<file path="config.mk">
export PLATFORM = sky130hd
export DESIGN_NAME = uart_tx_arbiter_flat
export DESIGN_NICKNAME = d
export VERILOG_FILES = /design/src/rtl/uart_tx_arbiter_if.sv /design/src/rtl/uart_tx_arbiter.sv /design/src/flat_wrapper.sv
export SDC_FILE = /design/constraint.sdc
export NUM_CORES = 1
export LEC_CHECK = 0
export CAP_MARGIN = 20
export CORE_ASPECT_RATIO = 1.5
export CORE_MARGIN = 2
export CORE_UTILIZATION = 50
export CTS_BUF_LIST = sky130_fd_sc_hd__clkbuf_4
export DETAILED_ROUTE_END_ITERATION = 10
export MAX_ROUTING_LAYER = met4
export PLACE_DENSITY = 0.92
export SYNTH_ARGS = -nofsm -noshare
export SYNTH_HDL_FRONTEND = slang
export SYNTH_SLANG_ARGS = --single-unit
</file>
<file path="constraint.sdc">
create_clock -name i_clock -period 3 [get_ports i_clock]
set_clock_uncertainty 0.15 [all_clocks]
set_input_delay 0.6 -clock i_clock [delete_from_list [all_inputs] [get_ports i_clock]]
set_output_delay 0.6 -clock i_clock [all_outputs]
set_load 0.01 [all_outputs]
</file>
<file path="src/rtl/uart_tx_arbiter_if.sv">
// Bundles the requester handshake, the UART-facing signals and the arbiter status.
// The arbiter connects through the slave modport; the requester/UART side uses master.
interface uart_tx_arbiter_if #(
  parameter int NUM_REQ = 4
);
  logic [NUM_REQ-1:0]    req_valid;
  logic [24*NUM_REQ-1:0] req_data;
  logic [NUM_REQ-1:0]    req_ack;
  logic [23:0]           uart_tx_data;
  logic                  uart_transmit;
  logic                  uart_tx_empty;
  logic [2:0]            grant_id;
  logic                  busy;
  logic [7:0]            retry_count;

  modport slave (
    input  req_valid, req_data, uart_tx_empty,
    output req_ack, uart_tx_data, uart_transmit, grant_id, busy, retry_count
  );

  modport master (
    output req_valid, req_data, uart_tx_empty,
    input  req_ack, uart_tx_data, uart_transmit, grant_id, busy, retry_count
  );
endinterface

</file>
<file path="src/rtl/uart_tx_arbiter.sv">
// Round-robin sharing of one 24-bit send-only UART between NUM_REQ requesters.
// Each grant captures one word, pulses transmit, retries on a missed accept and waits for completion.
module uart_tx_arbiter #(
  parameter int NUM_REQ        = 4,
  parameter int ACCEPT_TIMEOUT = 7
) (
  input  logic              i_clock,
  input  logic              i_reset_n,
  uart_tx_arbiter_if.slave  bus
);

  typedef enum logic [1:0] {
    S_IDLE,
    S_ISSUE,
    S_WAIT_ACCEPT,
    S_WAIT_DONE
  } state_t;

  state_t               r_state;
  logic [NUM_REQ-1:0]   r_ack;
  logic                 r_transmit;
  logic [23:0]          r_tx_data;
  logic [2:0]           r_grant_id;
  logic [7:0]           r_retry_count;
  logic [3:0]           r_timer;

  state_t               w_state_next;
  logic [NUM_REQ-1:0]   w_ack_next;
  logic                 w_transmit_next;
  logic [23:0]          w_tx_data_next;
  logic [2:0]           w_grant_next;
  logic [7:0]           w_retry_next;
  logic [3:0]           w_timer_next;
  logic [3:0]           w_timer_inc;

  logic                 w_sel_valid;
  logic [2:0]           w_sel;
  logic [NUM_REQ-1:0]   w_sel_onehot;
  logic [23:0]          w_sel_word;
  logic [23:0]          w_words [NUM_REQ];

  for (genvar gi = 0; gi < NUM_REQ; gi++) begin : g_unpack
    assign w_words[gi] = bus.req_data[24*gi +: 24];
  end

  // Walk from the farthest candidate to the nearest so the nearest valid one
  // after the current owner wins; the current owner itself is the farthest.
  always_comb begin
    logic [3:0] v_idx;
    w_sel        = r_grant_id;
    w_sel_valid  = 1'b0;
    w_sel_onehot = '0;
    w_sel_word   = r_tx_data;
    v_idx        = 4'd0;
    for (int k = NUM_REQ; k >= 1; k--) begin
      v_idx = {1'b0, r_grant_id} + 4'(k);
      if (v_idx >= 4'(NUM_REQ)) begin
        v_idx = v_idx - 4'(NUM_REQ);
      end
      for (int j = 0; j < NUM_REQ; j++) begin
        if (v_idx == 4'(j) && bus.req_valid[j]) begin
          w_sel        = 3'(j);
          w_sel_valid  = 1'b1;
          w_sel_onehot = '0;
          w_sel_onehot[j] = 1'b1;
          w_sel_word   = w_words[j];
        end
      end
    end
  end

  assign w_timer_inc = r_timer + 4'd1;

  always_comb begin
    w_state_next    = r_state;
    w_ack_next      = '0;
    w_transmit_next = 1'b0;
    w_tx_data_next  = r_tx_data;
    w_grant_next    = r_grant_id;
    w_retry_next    = r_retry_count;
    w_timer_next    = r_timer;
    case (r_state)
      S_IDLE: begin
        if (bus.uart_tx_empty && w_sel_valid) begin
          w_tx_data_next  = w_sel_word;
          w_grant_next    = w_sel;
          w_ack_next      = w_sel_onehot;
          w_transmit_next = 1'b1;
          w_state_next    = S_ISSUE;
        end
      end
      S_ISSUE: begin
        w_timer_next = 4'd0;
        w_state_next = S_WAIT_ACCEPT;
      end
      S_WAIT_ACCEPT: begin
        if (!bus.uart_tx_empty) begin
          w_state_next = S_WAIT_DONE;
        end else begin
          w_timer_next = w_timer_inc;
          if (w_timer_inc == 4'(ACCEPT_TIMEOUT)) begin
            w_transmit_next = 1'b1;
            w_state_next    = S_ISSUE;
            if (r_retry_count != 8'hFF) begin
              w_retry_next = r_retry_count + 8'd1;
            end
          end
        end
      end
      S_WAIT_DONE: begin
        if (bus.uart_tx_empty) begin
          w_state_next = S_IDLE;
        end
      end
      default: begin
        w_state_next = S_IDLE;
      end
    endcase
  end

  // transmit and ack are registered against the next state, so they are high
  // exactly during the ISSUE cycle.
  always_ff @(posedge i_clock or negedge i_reset_n) begin
    if (!i_reset_n) begin
      r_state       <= S_IDLE;
      r_ack         <= '0;
      r_transmit    <= 1'b0;
      r_tx_data     <= 24'h000000;
      r_grant_id    <= 3'(NUM_REQ - 1);
      r_retry_count <= 8'd0;
      r_timer       <= 4'd0;
    end else begin
      r_state       <= w_state_next;
      r_ack         <= w_ack_next;
      r_transmit    <= w_transmit_next;
      r_tx_data     <= w_tx_data_next;
      r_grant_id    <= w_grant_next;
      r_retry_count <= w_retry_next;
      r_timer       <= w_timer_next;
    end
  end

  assign bus.req_ack       = r_ack;
  assign bus.uart_transmit = r_transmit;
  assign bus.uart_tx_data  = r_tx_data;
  assign bus.grant_id      = r_grant_id;
  assign bus.retry_count   = r_retry_count;
  assign bus.busy          = (r_state != S_IDLE);

endmodule
</file>
<file path="src/flat_wrapper.sv">
// flat-port wrapper written by rule: the top's interface ports become plain ports
module uart_tx_arbiter_flat 
#(
  parameter int NUM_REQ        = 4,
  parameter int ACCEPT_TIMEOUT = 7
)
  (i_clock, i_reset_n, bus_req_valid, bus_req_data, bus_uart_tx_empty, bus_req_ack, bus_uart_tx_data, bus_uart_transmit, bus_grant_id, bus_busy, bus_retry_count);
  uart_tx_arbiter_if #(.NUM_REQ(NUM_REQ)) bus_i ();
  input  logic i_clock;
  input  logic i_reset_n;
  input wire logic [$bits(bus_i.req_valid)-1:0] bus_req_valid;
  input wire logic [$bits(bus_i.req_data)-1:0] bus_req_data;
  input wire logic [$bits(bus_i.uart_tx_empty)-1:0] bus_uart_tx_empty;
  output wire logic [$bits(bus_i.req_ack)-1:0] bus_req_ack;
  output wire logic [$bits(bus_i.uart_tx_data)-1:0] bus_uart_tx_data;
  output wire logic [$bits(bus_i.uart_transmit)-1:0] bus_uart_transmit;
  output wire logic [$bits(bus_i.grant_id)-1:0] bus_grant_id;
  output wire logic [$bits(bus_i.busy)-1:0] bus_busy;
  output wire logic [$bits(bus_i.retry_count)-1:0] bus_retry_count;
  assign bus_i.req_valid = bus_req_valid;
  assign bus_i.req_data = bus_req_data;
  assign bus_i.uart_tx_empty = bus_uart_tx_empty;
  assign bus_req_ack = bus_i.req_ack;
  assign bus_uart_tx_data = bus_i.uart_tx_data;
  assign bus_uart_transmit = bus_i.uart_transmit;
  assign bus_grant_id = bus_i.grant_id;
  assign bus_busy = bus_i.busy;
  assign bus_retry_count = bus_i.retry_count;
  uart_tx_arbiter #(.NUM_REQ(NUM_REQ), .ACCEPT_TIMEOUT(ACCEPT_TIMEOUT)) u_core (.i_clock(i_clock), .i_reset_n(i_reset_n), .bus(bus_i));
endmodule
</file>
layer_met2.png
Bar = 20 um. Cells faint in the background.
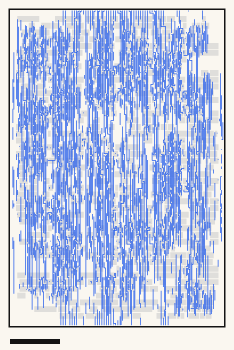
longest straight run: 59.5 um
main direction: vertical
wire length on this layer: 11000 um
GR Util met2: 0.658
vias after detailed routing: 6940

congestion.png
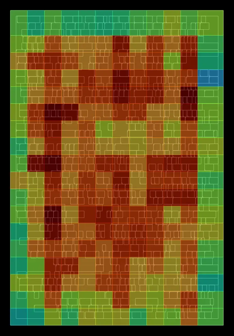
mean routed wirelength per cell: 24.4 um
share of the core filled with cells in the final layout: 0.686
Global Route met1 Usage: 0.481
total routing resource utilization after global routing: 0.415

layer_met4.png
Bar = 20 um.
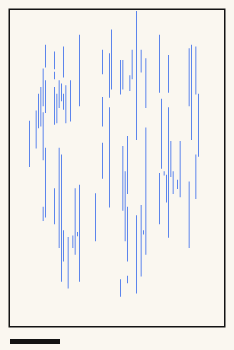
main direction: vertical
nets with wire on the layer: 55
wire length on this layer: 1320 um
share of all routed wire: 5.8%
longest straight run: 52.4 um

layer_met3.png
Bar = 20 um. Cells faint in the background.
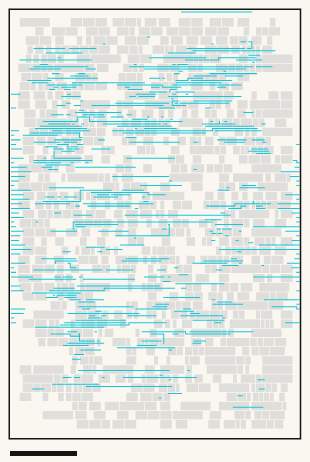
longest straight run: 41.2 um
nets with wire on the layer: 221
wire length reported by the detailed router: 22700 um
M3 GR Usage: 0.0827

layer_met1.png
Bar = 20 um. Cells faint in the background.
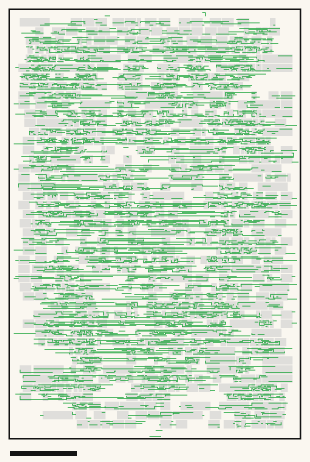
share of all routed wire: 35%
main direction: horizontal
wire length on this layer: 7940 um
longest straight run: 37.7 um

==> results.txt <==
Item: results of the latest flow run.

- The run finished with clean final reports.
- The final antenna diode tally reported by the flow is 0.
- The number of endpoints with negative hold slack in the final report is 0.
- The worst path meets setup with 0.245 ns of slack.
- The cell sitting at the root of the clock tree is a sky130_fd_sc_hd__clkbuf_4.
- The stage logs contain a warning count of 27.
- For this run, the number of standard cells in the final layout without fillers is about 930.
- The fraction of the cycle the final worst path needs is 0.918.
- Looking at the max-slew report, the worst-margin pin has a slew of slightly below 0.7 ns.
- The data arrival time of the critical path is between 2 and 2.5 ns.
- The skew report gives the latency at the later pin of the worst-skew pair as roughly 0.39 ns.
- In this run the critical path is formed by buf_12, clkdlybuf4s50_1.
- After floorplanning, the die was sized to cover ~11000 um2.
- The source of the critical timing path is u_core.bus.grant_id[0].
- The total congestion overflow is 0.
- The power in sequential cells is around 0.0010 W.
- Of the total synthesized cell area, the portion taken by AND-OR and OR-AND cells is 0.475.
- The combinational power share is 0.745.
- Looking at the reg2reg group, the worst path starts from u_core.bus.grant_id[1].
- The largest power group is combinational logic.
- Among all flip-flop cells after synthesis, the most frequent one is sky130_fd_sc_hd__dfrtp_1.
- Entering global routing, the biggest net connects around 56 pins.
- In this run the standard cell core region covers 10000 um2.
- The met1 layer wirelength in the final routing is around 7900 um.
- Ranking logic cells in the layout by count gives the top entries sky130_fd_sc_hd__clkdlybuf4s50_1 (141), sky130_fd_sc_hd__a21oi_1 (75), sky130_fd_sc_hd__o21ai_0 (59).
- The last timing report of the flow puts the setup violation total at 0.
- The proportion of netlist area held by the largest area contributor is 0.212.
- The registers of the reported paths see a clock transition of between 0.15 and 0.2 ns.
- Among all stages on the critical path, the maximum delay recorded is approximately 0.72 ns.
- The initial utilization of the core area, before any placement, comes to 0.506.
- The average via count per standard cell is approximately 7.5.
- The initial antenna violation count is 0.
- The power report lists the clock group at about 0.00034 W.
- The warning count from the yosys run is 0.
- Hold repair after CTS inserted 0 buffers.
- The share of async-settable or async-resettable flops after synthesis is 1.00.
- The number of cell instances after yosys synthesis is around 670.
- Setup repair after global routing left no endpoint under its margin.
- Per the synth log, the flip-flop and latch total comes to 45.
- sky130_fd_sc_hd__dfrtp_1 takes more of the synthesized area than any other cell.
- The area growth from synthesis to layout is 35.5%.
- The worst hold path belongs to the class in2async.
- For reference, the top logic cell family by area is AND-OR/OR-AND gates.
- The count of pins on the block boundary is around 140.
- Gates resized during post-CTS repair numbered 0.
- Among all cell types in the netlist, the one instantiated most often is sky130_fd_sc_hd__a21oi_1.
- The length of the first detailed-routing pass in iterations is 6.
- The total non-filler cell area in the finished layout is around 6900 um2.
- The average size of a mapped cell is ~7.6 um2.
- Per the synthesis report, the adder-cell share of the synthesized area is 0.00739.
- On the final layout, the worst hold slack is 0.0142 ns.
- The cell count after synthesis is between 600 and 700.
- In this run the horizontal extent of the chip is around 86 um.
- The critical path ends at bus_grant_id[0].
- Yosys mapped a number of flops with a built-in enable equal to 0.
- CTS built an H-tree with a depth of 2.
- When the netlist entered floorplanning its net count stood at 777.
- The layout has 869 filler cells.
- For the worst reg-to-reg path, the endpoint reported by OpenROAD is u_core.bus.uart_tx_data[4].
- The first global-routing pass estimated around 35000 um of wire.
- The report counts max-capacitance violations totalling 0.
- The share of cell area taken by muxes after synthesis is 0.0101.
- The number of unique standard cell types used by synthesis is just over 80.
- The pre-CTS setup slack is between 0.05 and 0.06 ns.
- Measured along the y axis, the die boundary spans between 100 and 150 um.
- The clock share of power is 0.063.
- STA classifies the critical path startpoint as a register.
- The minimum clock period is between 2 and 3 ns.
- The area share of xor/xnor cells in the synthesized design is 0.0104.
- After clock tree synthesis, the setup repair step added 0 buffers.
- Per the synthesis report, the simple-gate share of the synthesized area is 0.195.
- The critical path is of the reg2out type.
- The highest achievable clock rate is about 360 MHz.
- The script extracted a total leakage power of between 2 and 3 nW.
- The sum of negative setup slack is 0 ns.
- The type of destination of the critical path is an output port.
- The maximum fanout count along the critical path is ~55.
- The total cell area at the placement stage is 6820 um2.
- The max-slew violation total from the final report is 0.
- The power share of the sequential group is 0.191.
- Of the total power, the share spent switching nets is 0.506.
- The internal cell power is 0.00267 W.
- The congestion estimate from routability-driven global placement came to between 1 and 1.5.
- The length of routed met3 wiring is about 2500 um.
- For flop-to-flop paths, the worst setup slack is 0.27 ns.
- Once detail routing completed, the nets flagged for antenna violations numbered 0.
- The number of placed instances with taps included is between 900 and 1000.
- The total CTS buffers is 5.
- Yosys attributes the largest share of cell area to sky130_fd_sc_hd__dfrtp_1 (21%), sky130_fd_sc_hd__a21oi_1 (7.4%), sky130_fd_sc_hd__a22oi_1 (5.9%).
- The area figure in the yosys stat output is slightly above 5000 um2.
- The first-iteration detailed-routing DRC count is about 810.
- The layer flagged by global routing as most heavily used is met2.
- The sink count of the clock tree is 45.
- The power attributed to combinational cells is between 0.004 and 0.005 W.
- On the critical path, the stage with the largest delay is an instance of sky130_fd_sc_hd__dfstp_2.
- By count the netlist is led by sky130_fd_sc_hd__a21oi_1 (75), sky130_fd_sc_hd__o21ai_0 (59), sky130_fd_sc_hd__nor2_1 (46).
- The buffer levels on the longest clock path is 2.
- Registers take 1130 um2.
- The most frequent standard cell in the layout excluding fill and tap cells is sky130_fd_sc_hd__clkdlybuf4s50_1.
- Of the cells placed in the final design, the portion with a size suffix greater than 1 is 0.117.
- The relative max-transition margin is 0.540.
- Per the OpenROAD power report, switching power amounts to 0.00274 W.
- The proportion of synthesized chip area in sequential cells is 0.222.
- TritonCTS built the clock tree.
- The detailed route wirelength on metal2 is ~11000 um.
- The required time at the worst-slack endpoint is 2.25 ns.
- Detailed placement finished with a half-perimeter wire length of between 15000 and 20000 um.
- The via count of the first global-routing pass is roughly 7000.
- The completed layout was analyzed and its total power is approximately 0.0054 W.
- The synthesized netlist occupies a cell area of 5080 um2.
- The final layout contains 919 nets.
- The count of input and output buffers is 142.
- The routed layout reports a DRC error count of 0.
- The area occupied by multi-input gates is around 3500 um2.
- The highest layer used for signal routing is met4.
- The power density of the placed cells is ~800 nW/um2.
- The worst VDD IR drop from the latest analysis is around 0.00040 V.
- The cell count of the worst reg-to-reg path is 7.
- The floorplan row count is 45.
-- layout make-up --
| class | count | area share |
|---|---|---|
| Clock inverter | 3 | 0.00327 |
| Sequential cell | 45 | 0.164 |
| Clock buffer | 5 | 0.00546 |
| Inverter | 9 | 0.00491 |
| Tap cell | 117 | 0.0213 |
| Timing Repair Buffer | 203 | 0.285 |
| Multi-Input combinational cell | 549 | 0.516 |
-- state kept, by name (all words and copies together), names as in the netlist --
name and cells:
u_core.bus.retry_count 8, u_core.bus.grant_id 2, u_core.r_state 2, u_core.bus.req_ack 4, u_core.r_timer 4, u_core.bus.uart_transmit 1
u_core.bus.uart_tx_data 24
-- critical path, delay by kind of cell, from the launching register on --
| family | cells | cell delay [ns] |
|---|---|---|
| buffers and inverters | 2 | 0.88 |
| flip-flops | 1 | 0.72 |
Power figures rest on the tool's default switching activity, not on a simulated workload.
